### config.mk
export PLATFORM = sky130hd
export DESIGN_NAME = mips_muldiv_unit
export DESIGN_NICKNAME = d
export VERILOG_FILES = /design/src/rtl/mips_muldiv_unit.sv
export SDC_FILE = /design/constraint.sdc
export NUM_CORES = 1
export LEC_CHECK = 0
export CAP_MARGIN = 10
export CORE_MARGIN = 2
export CORE_UTILIZATION = 25
export CTS_CLUSTER_DIAMETER = 120
export CTS_CLUSTER_SIZE = 16
export DETAILED_ROUTE_END_ITERATION = 12
export GPL_TIMING_DRIVEN = 0
export SETUP_SLACK_MARGIN = 0.1
export SLEW_MARGIN = 40
export SYNTH_ARGS = -nofsm -noshare
export SYNTH_HDL_FRONTEND = slang
export SYNTH_SLANG_ARGS = --single-unit
### constraint.sdc
create_clock -name clk -period 4 [get_ports clk]
set_input_delay 1 -clock clk [delete_from_list [all_inputs] [get_ports clk]]
set_output_delay 1 -clock clk [all_outputs]
set_load 0.02 [all_outputs]
### src/rtl/mips_muldiv_unit.sv
// mips_muldiv_unit: iterative MULT/MULTU/DIV/DIVU engine with the architectural
// HI/LO registers. Shift-add multiply and restoring divide, one bit per cycle.
// Optional build macro: MULDIV_EARLY_OUT_EN lets a multiply leave CALC as soon
// as the remaining multiplier bits are zero; division always runs full length.
module mips_muldiv_unit #(
    parameter int WIDTH = 32
) (
    input  logic             clk,
    input  logic             rst_n,
    input  logic             start_i,
    input  logic [1:0]       op_i,
    input  logic [WIDTH-1:0] rs_data_i,
    input  logic [WIDTH-1:0] rt_data_i,
    input  logic             hi_we_i,
    input  logic             lo_we_i,
    input  logic [WIDTH-1:0] mt_data_i,
    output logic             busy_o,
    output logic             done_o,
    output logic [WIDTH-1:0] hi_o,
    output logic [WIDTH-1:0] lo_o
);

    localparam int CW = 6;

    typedef enum logic [1:0] {IDLE, CALC, FIX} state_e;
    typedef enum logic [1:0] {OP_MULT, OP_MULTU, OP_DIV, OP_DIVU} op_e;

    state_e           state_q, state_d;
    op_e              op_q, op_d;
    logic             neg_a_q, neg_a_d;   // rs operand was negative (signed ops)
    logic             neg_b_q, neg_b_d;   // rt operand was negative (signed ops)
    logic [WIDTH-1:0] opa_q, opa_d;       // |rs|: multiplicand, or dividend/quotient shifter
    logic [WIDTH-1:0] opb_q, opb_d;       // |rt|: multiplier shifter, or divisor
    logic [WIDTH-1:0] rs_raw_q, rs_raw_d; // unmodified rs, returned in HI on divide by zero
    logic [2*WIDTH-1:0] acc_q, acc_d;     // product accumulator
    logic [WIDTH-1:0] rem_q, rem_d;       // partial remainder
    logic [CW-1:0]    cnt_q, cnt_d;
    logic [WIDTH-1:0] hi_q, hi_d;
    logic [WIDTH-1:0] lo_q, lo_d;
    logic             busy_q, busy_d;
    logic             done_q, done_d;

    // Per-cycle datapath steps and the sign-corrected results used in FIX.
    logic             start_signed;
    logic             start_neg_a, start_neg_b;
    logic [WIDTH:0]   mul_upper;
    logic [WIDTH:0]   div_trial;
    logic [2*WIDTH-1:0] prod_abs, prod_fix;
    logic [WIDTH-1:0] quo_fix, rem_fix;
    logic             sign_diff;

    assign start_signed = ~op_i[0];
    assign start_neg_a  = start_signed & rs_data_i[WIDTH-1];
    assign start_neg_b  = start_signed & rt_data_i[WIDTH-1];
    assign sign_diff    = neg_a_q ^ neg_b_q;

    // Add the multiplicand into the upper half when the current multiplier bit is set.
    assign mul_upper = {1'b0, acc_q[2*WIDTH-1:WIDTH]} + (opb_q[0] ? {1'b0, opa_q} : '0);

    // Shift the next dividend bit into the remainder and try subtracting the divisor;
    // the top bit of the difference is the borrow (trial negative -> restore).
    assign div_trial = {rem_q, opa_q[WIDTH-1]} - {1'b0, opb_q};

`ifdef MULDIV_EARLY_OUT_EN
    // An early exit leaves the product cnt_q positions too far left; realign it.
    assign prod_abs = acc_q >> cnt_q;
`else
    assign prod_abs = acc_q;
`endif
    assign prod_fix = sign_diff ? -prod_abs : prod_abs;
    assign quo_fix  = sign_diff ? -opa_q : opa_q;
    assign rem_fix  = neg_a_q ? -rem_q : rem_q;

    // Next-state, datapath and HI/LO update logic.
    always_comb begin
        // NOTE: every signal driven here gets a default first so no path leaves it
        // unassigned; a missing default would infer a latch.
        state_d  = state_q;
        op_d     = op_q;
        neg_a_d  = neg_a_q;
        neg_b_d  = neg_b_q;
        opa_d    = opa_q;
        opb_d    = opb_q;
        rs_raw_d = rs_raw_q;
        acc_d    = acc_q;
        rem_d    = rem_q;
        cnt_d    = cnt_q;
        hi_d     = hi_q;
        lo_d     = lo_q;
        busy_d   = busy_q;
        done_d   = 1'b0;

        unique case (state_q)
            IDLE: begin
                // MTHI/MTLO only land while idle; a simultaneous start is also
                // taken, and its result overwrites HI/LO later.
                if (hi_we_i) hi_d = mt_data_i;
                if (lo_we_i) lo_d = mt_data_i;
                if (start_i) begin
                    op_d     = op_e'(op_i);
                    neg_a_d  = start_neg_a;
                    neg_b_d  = start_neg_b;
                    opa_d    = start_neg_a ? -rs_data_i : rs_data_i;
                    opb_d    = start_neg_b ? -rt_data_i : rt_data_i;
                    rs_raw_d = rs_data_i;
                    acc_d    = '0;
                    rem_d    = '0;
                    cnt_d    = CW'(WIDTH);
                    busy_d   = 1'b1;
                    state_d  = CALC;
                end
            end

            CALC: begin
                cnt_d = cnt_q - 1'b1;
                if (op_q[1]) begin
                    if (!div_trial[WIDTH]) begin
                        rem_d = div_trial[WIDTH-1:0];
                        opa_d = {opa_q[WIDTH-2:0], 1'b1};
                    end else begin
                        rem_d = {rem_q[WIDTH-2:0], opa_q[WIDTH-1]};
                        opa_d = {opa_q[WIDTH-2:0], 1'b0};
                    end
                end else begin
                    acc_d = {mul_upper, acc_q[WIDTH-1:1]};
                    opb_d = opb_q >> 1;
                end
                if (cnt_d == '0) state_d = FIX;
`ifdef MULDIV_EARLY_OUT_EN
                if (!op_q[1] && opb_d == '0) state_d = FIX;
`endif
            end

            FIX: begin
                if (!op_q[1]) begin
                    hi_d = op_q[0] ? prod_abs[2*WIDTH-1:WIDTH] : prod_fix[2*WIDTH-1:WIDTH];
                    lo_d = op_q[0] ? prod_abs[WIDTH-1:0]       : prod_fix[WIDTH-1:0];
                end else if (opb_q == '0) begin
                    lo_d = '1;
                    hi_d = rs_raw_q;
                end else begin
                    lo_d = op_q[0] ? opa_q : quo_fix;
                    hi_d = op_q[0] ? rem_q : rem_fix;
                end
                busy_d  = 1'b0;
                done_d  = 1'b1;
                state_d = IDLE;
            end

            default: state_d = IDLE;
        endcase
    end

    // State and datapath registers with synchronous active-low reset.
    always_ff @(posedge clk) begin
        // NOTE: sequential state uses non-blocking assignments so every flop
        // samples the pre-edge values regardless of statement order.
        if (!rst_n) begin
            state_q  <= IDLE;
            op_q     <= OP_MULT;
            neg_a_q  <= 1'b0;
            neg_b_q  <= 1'b0;
            opa_q    <= '0;
            opb_q    <= '0;
            rs_raw_q <= '0;
            acc_q    <= '0;
            rem_q    <= '0;
            cnt_q    <= '0;
            hi_q     <= '0;
            lo_q     <= '0;
            busy_q   <= 1'b0;
            done_q   <= 1'b0;
        end else begin
            state_q  <= state_d;
            op_q     <= op_d;
            neg_a_q  <= neg_a_d;
            neg_b_q  <= neg_b_d;
            opa_q    <= opa_d;
            opb_q    <= opb_d;
            rs_raw_q <= rs_raw_d;
            acc_q    <= acc_d;
            rem_q    <= rem_d;
            cnt_q    <= cnt_d;
            hi_q     <= hi_d;
            lo_q     <= lo_d;
            busy_q   <= busy_d;
            done_q   <= done_d;
        end
    end

    assign busy_o = busy_q;
    assign done_o = done_q;
    assign hi_o   = hi_q;
    assign lo_o   = lo_q;

endmodule

==> PnR_summary.wiki, run 1 <==
== Run summary ==
{| class="wikitable"
! Metric !! Value
|-
| Outcome || complete, no violations
|-
| Top-count cell post-synth || nor2_1
|-
| Wire length of the first global-routing pass || 124.5 mm
|-
| Cells on Worst Hold Path || 2
|-
| Dominant logic cell types in the final layout || nor2_1 (299), a21oi_1 (281), dfxtp_1 (269), nand2_1 (258), o21ai_0 (191)
|-
| Sequential-to-total area share from yosys stat || 28.62%
|-
| Half-perimeter wire length after placement || 68.93 mm
|-
| Fin nets || 2930
|-
| Total nets after synthesis || 2740
|-
| Largest incremental delay on the critical path || 440 ps
|-
| Share of cells above drive strength 1 || 2.615%
|-
| R2r setup slk || 280 ps
|-
| Max Fanout on Critical Path || 10
|-
| Largest register FFs || 64
|-
| Ordered list of cells on the worst path || clkbuf_2 -> and2_1 -> ha_1 -> inv_1 -> fa_1 -> nand2b_1 -> a21o_1 -> a21bo_2 -> a211oi_2 -> o32ai_2 -> o21ai_0 -> a31oi_1 -> xor2_1 -> o21ai_0
|-
| Setup bufs post-CTS || 0
|-
| Post-route minimum period || 3715 ps
|-
| Most numerous cell types in the synthesized netlist || nor2_1 (300), a21oi_1 (281), dfxtp_1 (270)
|-
| Count of cells along the worst register-to-register path || 14
|-
| Design Area, Final || 0.02239 mm^2
|-
| Standard cell with the maximum stage delay on the critical path || dfxtp_2
|-
| Area share of and-or/or-and cells after synthesis || 27.34%
|-
| EDFF count, synth || 0
|-
| Peak supply drop || 0.0002624 V
|-
| Cell count in the Yosys report || 2563
|-
| Cell taking the most area after synthesis || dfxtp_1
|-
| Final hold slack || 455.9 ps
|-
| Highest clock frequency the design can meet || 0.2691 GHz
|-
| Final setup viols || 0
|-
| RePlAce Congestion || 1.001
|-
| Insertion Delay late pin || 560 ps
|-
| Number of warning messages in the yosys log || 0
|-
| Reg2Reg Launch Point || opb_q[0]
|-
| Most instantiated logic cell after routing || nor2_1
|-
| Instance area after placement || 0.02178 mm^2
|-
| Cts repair resizes || 6
|-
| Commonest register cell after synthesis || dfxtp_1
|-
| Final hold vios || 0
|-
| Cell count after placement || 3699
|-
| Register ranked first by flip-flop count || acc_q
|-
| Worst flop-to-flop path endpoint || acc_q[59]
|-
| Boundary Pins || 169
|-
| Core area || 0.07457 mm^2
|-
| Post-detailed-route wirelength per cell || 22.80 um
|-
| H-tree depth || 1
|-
| Buffering stage count on the worst path with inverters included || 2
|-
| Parity-gate share of the synthesized area counting xor and xnor cells || 10.34%
|-
| Crit path DAT || 4180 ps
|-
| Comb area leader || AND-OR/OR-AND gates
|}
-- run 1: report_power, final --
group	total, uW	internal (uW)	switching (uW)
Clock	1990	949	1040
Combinational	1880	671	1210
Sequential	3020	2840	189
-- run 1: cell type report --
class	instances	area [um^2]
fillers	8104	52180
multi-input cells	2046	12590
flip-flops and latches	270	5406
repair buffers	168	1679
well taps	969	1212
plain buffers	169	658.1
clock buffers	22	539.3
inverters	78	292.8
diodes	5	12.51
-- run 1: routing by layer --
metal  GRT usage [%]  vias up  wire, um
li1                -     9623         -
met1           28.07     9824     36250
met2           32.94      870     37240
met3           3.631      168      7047
met4           10.34        8      4386
met5               0        -        48
Run 1, cell area per tile:
(1.5 px per um) 28 x 28 tiles, from white (low) to dark blue (high), 0 to 100% covered.
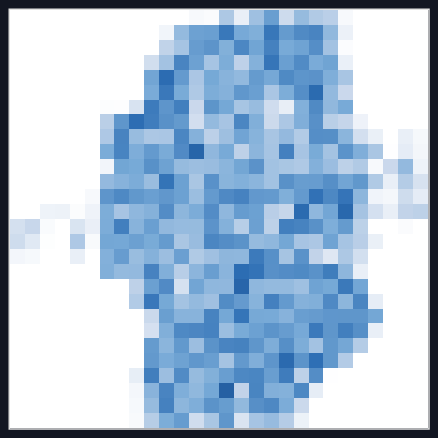
emptiest ninth of the die: south-west
fullest tile: 81%
mean over tiles: 27%

Run 1, signal wires on met3:
(1.5 px per um)
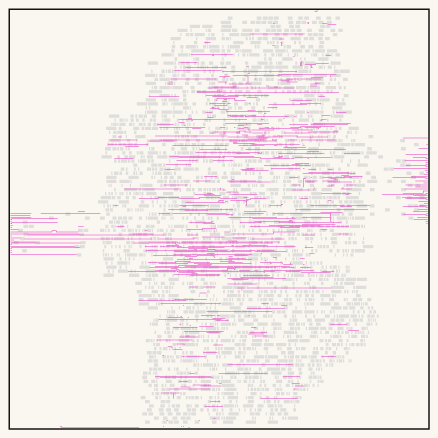
main direction: horizontal
longest straight run: 94.3 um
wire length on this layer: 7050 um
share of all routed wire: 8.3%

Run 1, routed clock nets over the placement:
(1.5 px per um)
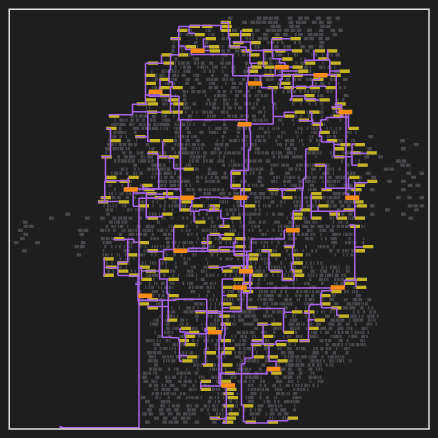
legend:
  clock wires:
    colour: purple
    length: 4000 um
  flip-flops:
    colour: yellow
    count: 270
  clock-net drivers:
    colour: orange
    count: 20
routed clock nets: 21

Run 1, the metal 1 layer:
(1 px per um) Supply wires on this layer in grey.
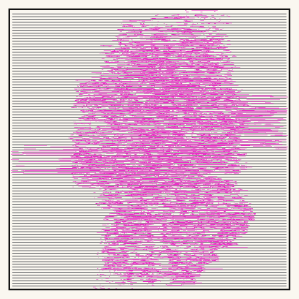
nets with wire on the layer: 2776
wire length on this layer: 36.2 mm
share of all routed wire: 43%
main direction: horizontal
longest straight run: 106 um
Total Routed Length: 84.97 mm
met1 Resource Use GR: 28.07%
DR vias: 20490

--- run 2 (diff from run 1) ---
Settings changed: SKIP_LAST_GASP set to 1.
Run 2, cell area per tile:
(1.5 px per um) 28 x 28 tiles, from white (low) to dark blue (high), 0 to 100% covered.
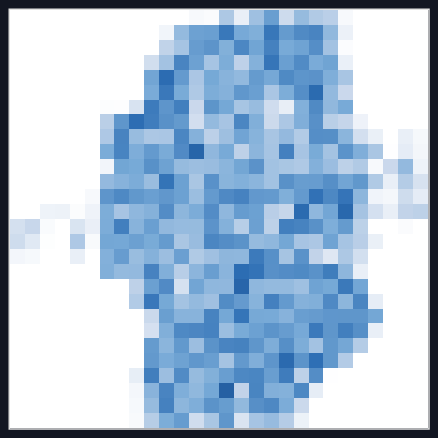
tiles over 75% full: 1.3%
nearly empty tiles: 39%
fullest tile: 81%
emptiest ninth of the die: south-west
mean over tiles: 27%
initial core utilization: 25.32%
final core area utilization: 30.02%
core area: 0.07457 mm^2

==> PnR_summary.wiki, run 2 <==
== Run summary ==
{| class="wikitable"
! Metric !! Value
|-
| Insertion Delay late pin || 560 ps
|-
| Largest incremental delay on the critical path || 440 ps
|-
| Share of cells above drive strength 1 || 2.615%
|-
| Final hold slack || 455.9 ps
|-
| P_seq || 3020 uW
|-
| Setup bufs post-CTS || 0
|-
| Count of cells along the worst register-to-register path || 14
|-
| Top-count cell post-synth || nor2_1
|-
| Most numerous cell types in the synthesized netlist || nor2_1 (300), a21oi_1 (281), dfxtp_1 (270)
|-
| Cts repair resizes || 6
|-
| H-tree depth || 1
|-
| Post-route minimum period || 3715 ps
|-
| Dominant logic cell types in the final layout || nor2_1 (299), a21oi_1 (281), dfxtp_1 (269), nand2_1 (258), o21ai_0 (191)
|-
| DR vias || 20490
|-
| Share of total power consumed by net switching || 35.40%
|-
| Cell count in the Yosys report || 2563
|-
| Parity-gate share of the synthesized area counting xor and xnor cells || 10.34%
|-
| Group drawing the most power || sequential cells
|-
| Max Fanout on Critical Path || 10
|-
| Design Area, Final || 0.02239 mm^2
|-
| Peak supply drop || 0.0002624 V
|-
| Topmost layer with routed signal wires || met5
|-
| Crit path DAT || 4180 ps
|-
| Ordered list of cells on the worst path || clkbuf_2 -> and2_1 -> ha_1 -> inv_1 -> fa_1 -> nand2b_1 -> a21o_1 -> a21bo_2 -> a211oi_2 -> o32ai_2 -> o21ai_0 -> a31oi_1 -> xor2_1 -> o21ai_0
|-
| Routed wl met3 || 7.047 mm
|-
| Sequential cell fraction of total power || 43.9%
|-
| Clock Power || 1990 uW
|-
| Wire length on met1 || 36.25 mm
|-
| Commonest register cell after synthesis || dfxtp_1
|-
| Global-route track usage on met2 || 32.94%
|-
| Cell count after placement || 3699
|-
| Outcome || complete, no violations
|-
| Met2 wire length || 37.24 mm
|-
| Fin nets || 2930
|-
| Half-perimeter wire length after placement || 68.93 mm
|-
| Most instantiated logic cell after routing || nor2_1
|-
| Comb power frac || 27.2%
|-
| Net switching power of the design || 2441 uW
|-
| Int Power || 4455 uW
|-
| Standard cell with the maximum stage delay on the critical path || dfxtp_2
|}
Run 2, routed clock nets over the placement:
(1.5 px per um)
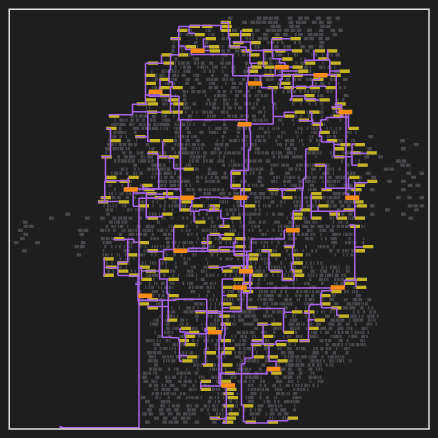
legend:
  clock wires:
    colour: purple
    length: 4000 um
  clock-net drivers:
    colour: orange
    count: 20
  flip-flops:
    colour: yellow
    count: 270
routed clock nets: 21

run 2: cell type report:
cell class / instances / area [um^2]
clock buffer: 22 / 539.3
timing repair buffer: 168 / 1679
tap: 969 / 1212
multi-input combinational: 2046 / 12590
antenna: 5 / 12.51
sequential: 270 / 5406
fill: 8104 / 52180
inverter: 78 / 292.8
buffer: 169 / 658.1
run 2: path summary, 6_finish.rpt:
path,from,to,slack [ps]
setup / recovery,opb_q[0],acc_q[59],280
hold / removal,lo_o[1],lo_o[1],460
setup reg to reg,opb_q[0],acc_q[59],280
hold reg to reg,lo_o[1],lo_o[1],460
run 2: logic make-up after synthesis:
group,after synthesis
AOI/OAI and AO/OA,832
xor gates and xnor gates,223
adders and majority gates,74
buffers and inverters,247
DFF,270
muxes,36
and+or+nand+nor,881
Run 2, signal wires on met3:
(1.5 px per um)
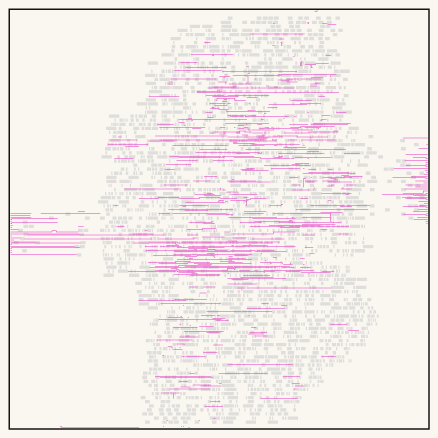

--- run 3 (diff from run 2) ---
Settings changed: GPL_TIMING_DRIVEN 0 to unset.
Run 3, signal wires on met3:
(1.5 px per um)
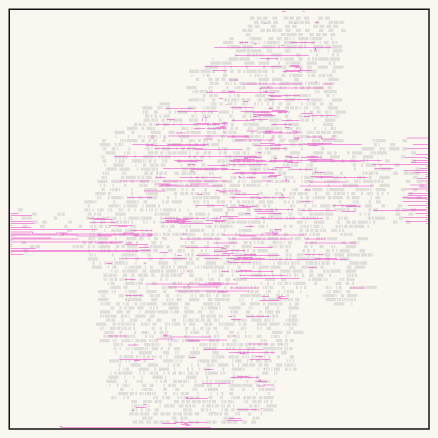
longest straight run: 99.4 um
share of all routed wire: 7.3%
DR vias: 19580
met3 usage: 2.954%

Run 3, cell area per tile:
(1.5 px per um) 28 x 28 tiles, from white (low) to dark blue (high), 0 to 100% covered.
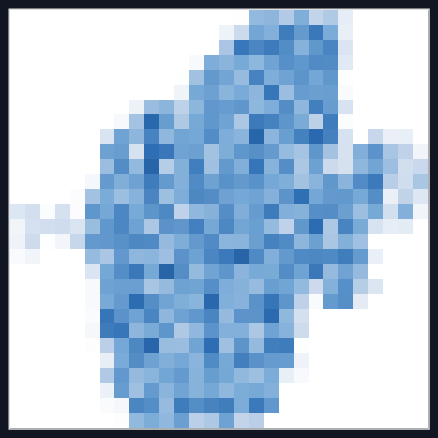
tiles over 75% full: 1.5%
densest ninth of the die: centre
nearly empty tiles: 42%
emptiest ninth of the die: north-west
fullest tile: 79%

==> PnR_summary.wiki, run 3 <==
== Run summary ==
{| class="wikitable"
! Metric !! Value
|-
| Worst flop-to-flop path endpoint || acc_q[60]
|-
| Multi-input gate share of the layout cell area || 56.07%
|-
| Cell group occupying the most layout area || multi-input combinational cells
|-
| Topmost layer with routed signal wires || met5
|-
| Sequential-to-total area share from yosys stat || 28.62%
|-
| Outcome || complete, no violations
|-
| Met2 wire length || 31.80 mm
|-
| Clock Power || 2050 uW
|-
| Count of cells along the worst register-to-register path || 12
|-
| Cell taking the most area after synthesis || dfxtp_1
|-
| Share of total power consumed by net switching || 34.73%
|-
| Buffering stage count on the worst path with inverters included || 1
|-
| Core area || 0.07457 mm^2
|-
| Group drawing the most power || sequential cells
|-
| Number of well taps || 969
|-
| Cts repair resizes || 0
|-
| WHS Endpoint || rs_raw_q[8]
|-
| Post-route minimum period || 3581 ps
|-
| Clock network fraction of design power || 29.8%
|-
| Share of cells above drive strength 1 || 6.010%
|-
| Dominant logic cell types in the final layout || nor2_1 (293), a21oi_1 (280), dfxtp_1 (269), nand2_1 (257), o21ai_0 (191)
|-
| Register ranked first by flip-flop count || acc_q
|}
==> run 3: worst max-delay path by stage <==
stage | startpoint | end | slack (ps) | cells past startpoint
global route | opb_q[0] | acc_q[59] | 190 | 12
finish | opb_q[0] | acc_q[60] | 420 | 12
floorplan | rt_data_i[12] | opb_q[29] | 590 | 9
detailed placement | rt_data_i[12] | opb_q[29] | 90 | 10
global placement | rt_data_i[12] | opb_q[29] | 70 | 10
CTS | opb_q[0] | acc_q[59] | 520 | 14
==> run 3: metrics by stage <==
stage	cells	hold WS, ps	cell area, um^2	worst slack, ps
2_1_floorplan	2563	428.7	18880	593.2
3_3_place_gp	3624	435.4	21930	71.84
3_5_place_dp	3624	443.3	21930	92.93
4_1_cts	3648	454.2	22490	518.4
5_1_grt	3651	471.2	22500	185.4
6_report	3652	453.1	22500	418.6
Power figures rest on the tool's default switching activity, not on a simulated workload.
